==> src/rtl/cma_pkg.sv <==
// Shared types and widths for the CMA host sequencer.
// Optional checksum output is enabled by defining CMA_CHECKSUM_EN.
package cma_pkg;

    localparam int DATA_W  = 16;
    localparam int EXA_W   = 10;
    localparam int ROMUL_W = 8;
    localparam int CNT_W   = 16;

    typedef enum logic [2:0] {
        WAIT_ST,
        LOAD,
        RUN_ST,
        DRAIN,
        READ,
        FLUSH,
        END_ST
    } cma_state_t;

    typedef struct packed {
        logic [ROMUL_W-1:0] romul;
        logic [EXA_W-1:0]   addr;
        logic [DATA_W-1:0]  data;
    } img_entry_t;

endpackage

==> src/rtl/cma_init_rom.sv <==
// Load-phase image store: combinational lookup of entry idx.
// Default image is entry i = {romul=i[7:0], addr=i, data=i*3}.
module cma_init_rom
    import cma_pkg::*;
#(
    parameter int N_LOAD = 64,
    parameter int IDX_W  = 6
) (
    input  logic [IDX_W-1:0] idx,
    output img_entry_t       entry
);

    // Indices past the image read as zero so a wide counter cannot alias.
    always_comb begin
        entry = '0;
        if (int'(idx) < N_LOAD) begin
            entry.romul = ROMUL_W'(idx);
            entry.addr  = EXA_W'(idx);
            entry.data  = DATA_W'(idx) * DATA_W'(3);
        end
    end

endmodule

==> src/rtl/cma_host_ctrl.sv <==
// Host sequencer for CMA_TOP: load image, RUN until DONE, read a result window.
// Define CMA_CHECKSUM_EN to add the CHKSUM output (XOR of captured words).
module cma_host_ctrl
    import cma_pkg::*;
#(
    parameter int   N_LOAD    = 64,
    parameter int   START_DLY = 100,
    parameter int   RD_BASE   = 0,
    parameter int   RD_CNT    = 32,
    parameter logic BANK      = 1'b0
) (
    input  logic               CLK,
    input  logic               RST,
    output logic [EXA_W-1:0]   EXA,
    output logic [DATA_W-1:0]  EXWD,
    output logic [ROMUL_W-1:0] EXROMUL,
    output logic               EXWE,
    output logic               EXRE,
    input  logic [DATA_W-1:0]  EXRD,
    output logic               RUN,
    output logic               BANK_SEL,
    input  logic               DONE,
    output logic [DATA_W-1:0]  RD_DATA,
    output logic               RD_VLD,
    output logic               FIN
`ifdef CMA_CHECKSUM_EN
    ,
    output logic [DATA_W-1:0]  CHKSUM
`endif
);

    localparam int IDX_W = (N_LOAD > 1) ? $clog2(N_LOAD) : 1;

    cma_state_t        state, state_n;
    logic [CNT_W-1:0]  cnt, cnt_n;
    logic [IDX_W-1:0]  rom_idx;
    img_entry_t        ent;
    logic              load_n, read_n, run_n, fin_n, re_d1;
    logic [EXA_W-1:0]   exa_n;
    logic [DATA_W-1:0]  exwd_n;
    logic [ROMUL_W-1:0] romul_n;

    // Outputs are registered, so the ROM is read one entry ahead of the write.
    assign rom_idx = (state == LOAD) ? IDX_W'(cnt + 1'b1) : '0;

    cma_init_rom #(
        .N_LOAD (N_LOAD),
        .IDX_W  (IDX_W)
    ) u_rom (
        .idx   (rom_idx),
        .entry (ent)
    );

    always_comb begin
        state_n = state;
        cnt_n   = cnt + 1'b1;
        load_n  = 1'b0;
        read_n  = 1'b0;
        run_n   = 1'b0;
        fin_n   = 1'b0;
        case (state)
            WAIT_ST: if (cnt == CNT_W'(START_DLY - 1)) begin
                state_n = LOAD;
                cnt_n   = '0;
                load_n  = 1'b1;
            end
            LOAD: if (cnt == CNT_W'(N_LOAD - 1)) begin
                state_n = RUN_ST;
                cnt_n   = '0;
                run_n   = 1'b1;
            end else begin
                load_n  = 1'b1;
            end
            RUN_ST: if (DONE) begin
                state_n = DRAIN;
                cnt_n   = '0;
            end else begin
                run_n   = 1'b1;
            end
            DRAIN: if (cnt == CNT_W'(1)) begin
                state_n = READ;
                cnt_n   = '0;
                read_n  = 1'b1;
            end
            READ: if (cnt == CNT_W'(RD_CNT - 1)) begin
                state_n = FLUSH;
                cnt_n   = '0;
            end else begin
                read_n  = 1'b1;
            end
            FLUSH: if (cnt == CNT_W'(1)) begin
                state_n = END_ST;
                cnt_n   = '0;
                fin_n   = 1'b1;
            end
            END_ST: begin
                cnt_n   = cnt;
                fin_n   = 1'b1;
            end
            default: begin
                state_n = WAIT_ST;
                cnt_n   = '0;
            end
        endcase

        exa_n   = '0;
        exwd_n  = '0;
        romul_n = '0;
        if (load_n) begin
            exa_n   = ent.addr;
            exwd_n  = ent.data;
            romul_n = ent.romul;
        end else if (read_n) begin
            exa_n   = EXA_W'(RD_BASE) + cnt_n[EXA_W-1:0];
        end
    end

    // Read data arrives the cycle after EXRE, and is captured one cycle later.
    always_ff @(posedge CLK or posedge RST) begin
        if (RST) begin
            state    <= WAIT_ST;
            cnt      <= '0;
            EXA      <= '0;
            EXWD     <= '0;
            EXROMUL  <= '0;
            EXWE     <= 1'b0;
            EXRE     <= 1'b0;
            RUN      <= 1'b0;
            BANK_SEL <= 1'b0;
            FIN      <= 1'b0;
            re_d1    <= 1'b0;
            RD_VLD   <= 1'b0;
            RD_DATA  <= '0;
        end else begin
            state    <= state_n;
            cnt      <= cnt_n;
            EXA      <= exa_n;
            EXWD     <= exwd_n;
            EXROMUL  <= romul_n;
            EXWE     <= load_n;
            EXRE     <= read_n;
            RUN      <= run_n;
            BANK_SEL <= run_n & BANK;
            FIN      <= fin_n;
            re_d1    <= EXRE;
            RD_VLD   <= re_d1;
            if (re_d1) begin
                RD_DATA <= EXRD;
            end
        end
    end

`ifdef CMA_CHECKSUM_EN
    always_ff @(posedge CLK or posedge RST) begin
        if (RST) begin
            CHKSUM <= '0;
        end else if (re_d1) begin
            CHKSUM <= CHKSUM ^ EXRD;
        end
    end
`endif

endmodule

==> config.mk <==
export PLATFORM = sky130hd
export DESIGN_NAME = cma_host_ctrl
export DESIGN_NICKNAME = d
export VERILOG_FILES = /design/src/rtl/cma_pkg.sv /design/src/rtl/cma_init_rom.sv /design/src/rtl/cma_host_ctrl.sv
export SDC_FILE = /design/constraint.sdc
export NUM_CORES = 1
export LEC_CHECK = 0
export ABC_CLOCK_PERIOD_IN_PS = 7500
export CAP_MARGIN = 20
export CORE_MARGIN = 2
export CORE_UTILIZATION = 50
export CTS_BUF_LIST = sky130_fd_sc_hd__clkbuf_8 sky130_fd_sc_hd__clkbuf_16
export DETAILED_ROUTE_END_ITERATION = 8
export GPL_TIMING_DRIVEN = 0
export PLACE_DENSITY = 0.91
export REMOVE_ABC_BUFFERS = 1
export SYNTH_ARGS = -nofsm -noshare
export SYNTH_HDL_FRONTEND = slang
export SYNTH_SLANG_ARGS = --single-unit
export TNS_END_PERCENT = 50
==> constraint.sdc <==
create_clock -name CLK -period 7.5 [get_ports CLK]
set_input_delay 1.875 -clock CLK [delete_from_list [all_inputs] [get_ports CLK]]
set_output_delay 1.875 -clock CLK [all_outputs]
set_load 0.02 [all_outputs]
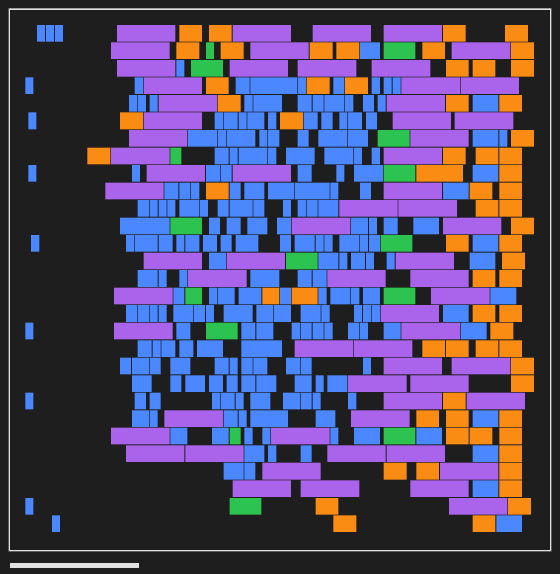
Fig. 1. Placement by cell class.
Scale bar: 20 um.
[blue] remaining logic cells | cells: 225 | share of their area: 37%
[purple] sequential cells | cells: 64 | share of their area: 41%
[green] clock drivers and dummy loads | cells: 15 | share of their area: 4.4%
[orange] remaining buffers and delay cells | cells: 66 | share of their area: 17%
fin util: 64.1%
Core Area: 6240 um2
final instance area: 4000 um2
num rows: 29

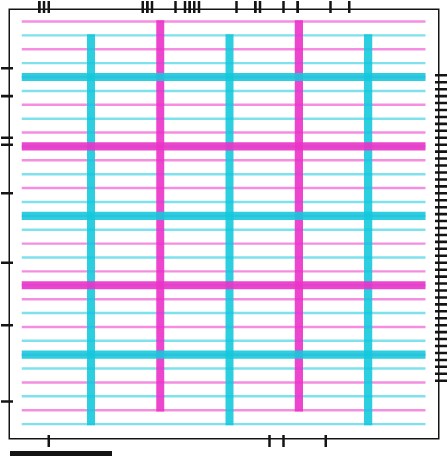
Fig. 2. PDN straps and rails.
Scale bar: 20 um. Pins as bars on the die edge.
[magenta] VDD
[cyan] VSS
met5 straps: 5
met1 rails: 30
overall die width: 83.9 um
largest vdd supply drop: 0.105 mV
die height: 83.9 um

==> impl_metrics.toml <==
# implementation run metrics
[critical_path]
worst_path_largest_cell_delay_ps = 450
crit_cells = 5
required_ps = 7710
endpoint = "cnt[4]"
slowest_stage = "clkdlybuf4s50_1"
crit_type = "input pin to flip-flop"
reg2reg_slack_ps = 4430
r2r-start = "cnt[0]"
cp-start-kind = "input pin"
crit_chain = "clkdlybuf4s50_1, a211oi_1, o31a_4, nor4_1, a2111oi_0"
startpoint = "DONE"
critPathBufInv = 1
timing.rr.end = "cnt[12]"
critPathTopFamily = "AND-OR/OR-AND gates"
critPathArrivalTime_ps = 3510
cp-end-kind = "flip-flop"
path_max_fanout = 14

[timing]
hold_slack_ps = 385
hold_viol_final = 0
setup_viol = 0
slew_viol_final = 0
fin_ws_ps = 4200
worst_slew_pin_slew_ps = 900
finalClockSkew_ps = 5.85
rsz0062_at_grt = "false"
fin_tns_setup_ps = 0
relSlewSlack_pct = 39.8

[final_layout]
nNonClkBuffers = 66
clk_share_pct = 4.32
area_growth_pct = 25.4
final_nets = 394
logic_gate_count = 210
diodes = 0
sh_comb_area_pct = 35.1
layout-drive-gt1-share_pct = 13.5
clockBufferCount = 11
dominant_cells = "flip-flops and latches"
seq_share_pct = 40.1
inv_count = 15
ff_count = 64
logic_area_um2 = 1400

[worst_hold_path]
hold_path_depth = 0
worstHoldStart = "EXRE"
hold_end = "re_d1"

[job]
log.warning_count = 27
cap_violations = 0

[routing]
vias = 2503
route.detailed.drc = 0
drt_iter0_drc = 195
ant_nets = 0
firstDrtPassIters = 4

[clocking]
tritoncts = "done"
ctsHtreeMaxLevel = 3
clk_pin_slew_ps = 60
cts_resized = 0
post_cts_buffers = 0
ctsHoldBuffers = 0
cts.sinks = 64
clock.latency.late_pin_ps = 340

[synthesis]
synth_xor_xnor_area_share_pct = 3.57
mux_share_pct = 6.00
yosysTopAreaCell = "dfrtp_1"
aoi_share_pct = 11.1
synth-edff-count = 0
topCellsByArea = "dfrtp_1 (50%), mux2_2 (6.0%), nor2_1 (4.4%), ha_1 (3.1%), buf_4 (2.8%)"
synthSimpleGateAreaFrac_pct = 18.2
netlist.area_leader.share_pct = 50.2
adder_share_pct = 3.77
seq_area_frac_synth_pct = 50.2
most_common_cell = "dfrtp_1"
yosys-top-cells-count = "dfrtp_1 (64), nor2_1 (37), nand2_1 (19), mux2_2 (17), clkbuf_1 (16)"
synth_cell_types = 52
synth_flops = 64
ff_type = "dfrtp_1"
synthCells = 309

[placement]
dpl_cell_area_um2 = 3810
hpwl_um = 4920
place.gp.congestion = 0.852
port_buffers = 63

[die]
tap_cells = 77
dieArea_um2 = 7030
initCoreUtil_pct = 51.1

[grt]
grt_pass1_wl_um = 11500
grt_usage_pct = 20.7
grt_remaining_overflow = 0

[power]
leakage_nw = 1.76
p_per_area_nw_per_um2 = 156

[run_status]
status = "finished, final reports clean"
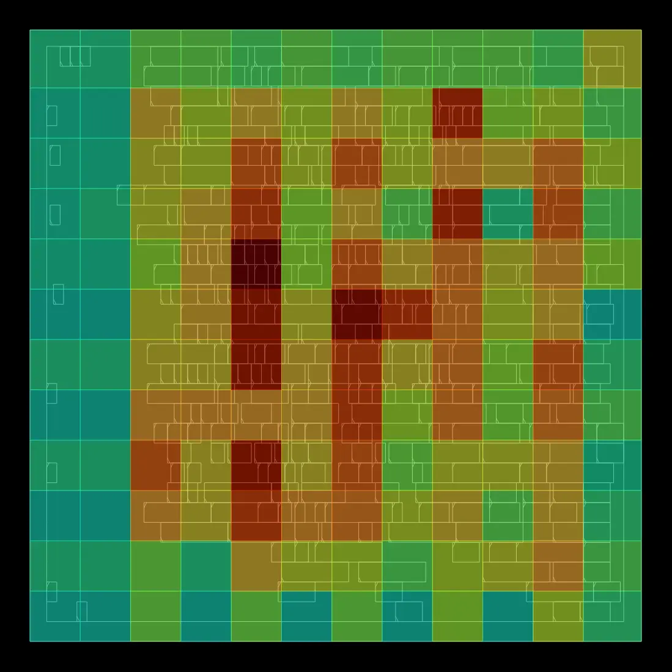
Fig. 3. Routing congestion.
GRT met3 Usage: 4.95%
Avg WL per Cell: 15.5 um
met2 Resource Use GR: 35.1%
gr busiest metal: met2
met1 Usage GRT: 25.0%

-- state kept, by name, summed over array words and instances (netlist names) --
| signal | flops |
|---|---|
| EXROMUL | 6 |
| RD_DATA | 16 |
| RD_VLD | 1 |
| EXRE | 1 |
| re_d1 | 1 |
| state | 3 |
| EXA | 10 |
| FIN | 1 |
| EXWD | 7 |
| cnt | 16 |
| EXWE | 1 |
| RUN | 1 |
-- layout by cell type (no fill, tap or decap), types with 2 or more instances in the layout --
cell,netlist,final
xnor2_1,6,6
xor2_1,7,7
nand3_1,6,6
o21ai_1,9,9
conb_1,1,11
o32ai_1,3,3
or3_1,2,2
or4_1,2,2
nand4_1,5,5
ha_1,8,8
a2111oi_0,2,2
and4_1,2,2
clkdlybuf4s50_1,0,63
o22ai_1,3,3
nand3b_1,2,2
dfrtp_1,64,64
o21ai_0,8,8
inv_2,1,2
a21oi_1,10,10
inv_1,14,14
nor4_2,2,2
nor3_1,5,5
a31oi_1,2,2
nor2b_1,4,4
nand2_1,19,19
clkinv_2,0,2
mux2_2,17,17
clkbuf_8,0,11
or4b_2,2,2
or2_2,4,4
nand2b_1,3,3
nor2_1,37,37
o31ai_1,7,7
nor4_1,4,4
and3_1,2,2
-- layer usage --
metal | wire (um) | up-vias | GRT usage [%] | share of wire, %
met5 | 0 | - | 0 | 0
met4 | 130 | 0 | 9.82 | 1.9
met3 | 472 | 14 | 4.95 | 6.8
met2 | 3460 | 112 | 35.1 | 50
met1 | 2850 | 1212 | 25.0 | 41
li1 | - | 1165 | - | -
-- power by group --
| part | leakage [nW] | switching [W] | internal [W] |
|---|---|---|---|
| Combinational | 0.815 | 0.0000127 | 0.00000926 |
| Sequential | 0.848 | 0 | 0.000345 |
| Clock | 0.0924 | 0.000124 | 0.000134 |
Power is estimated from default activity; no workload was simulated.
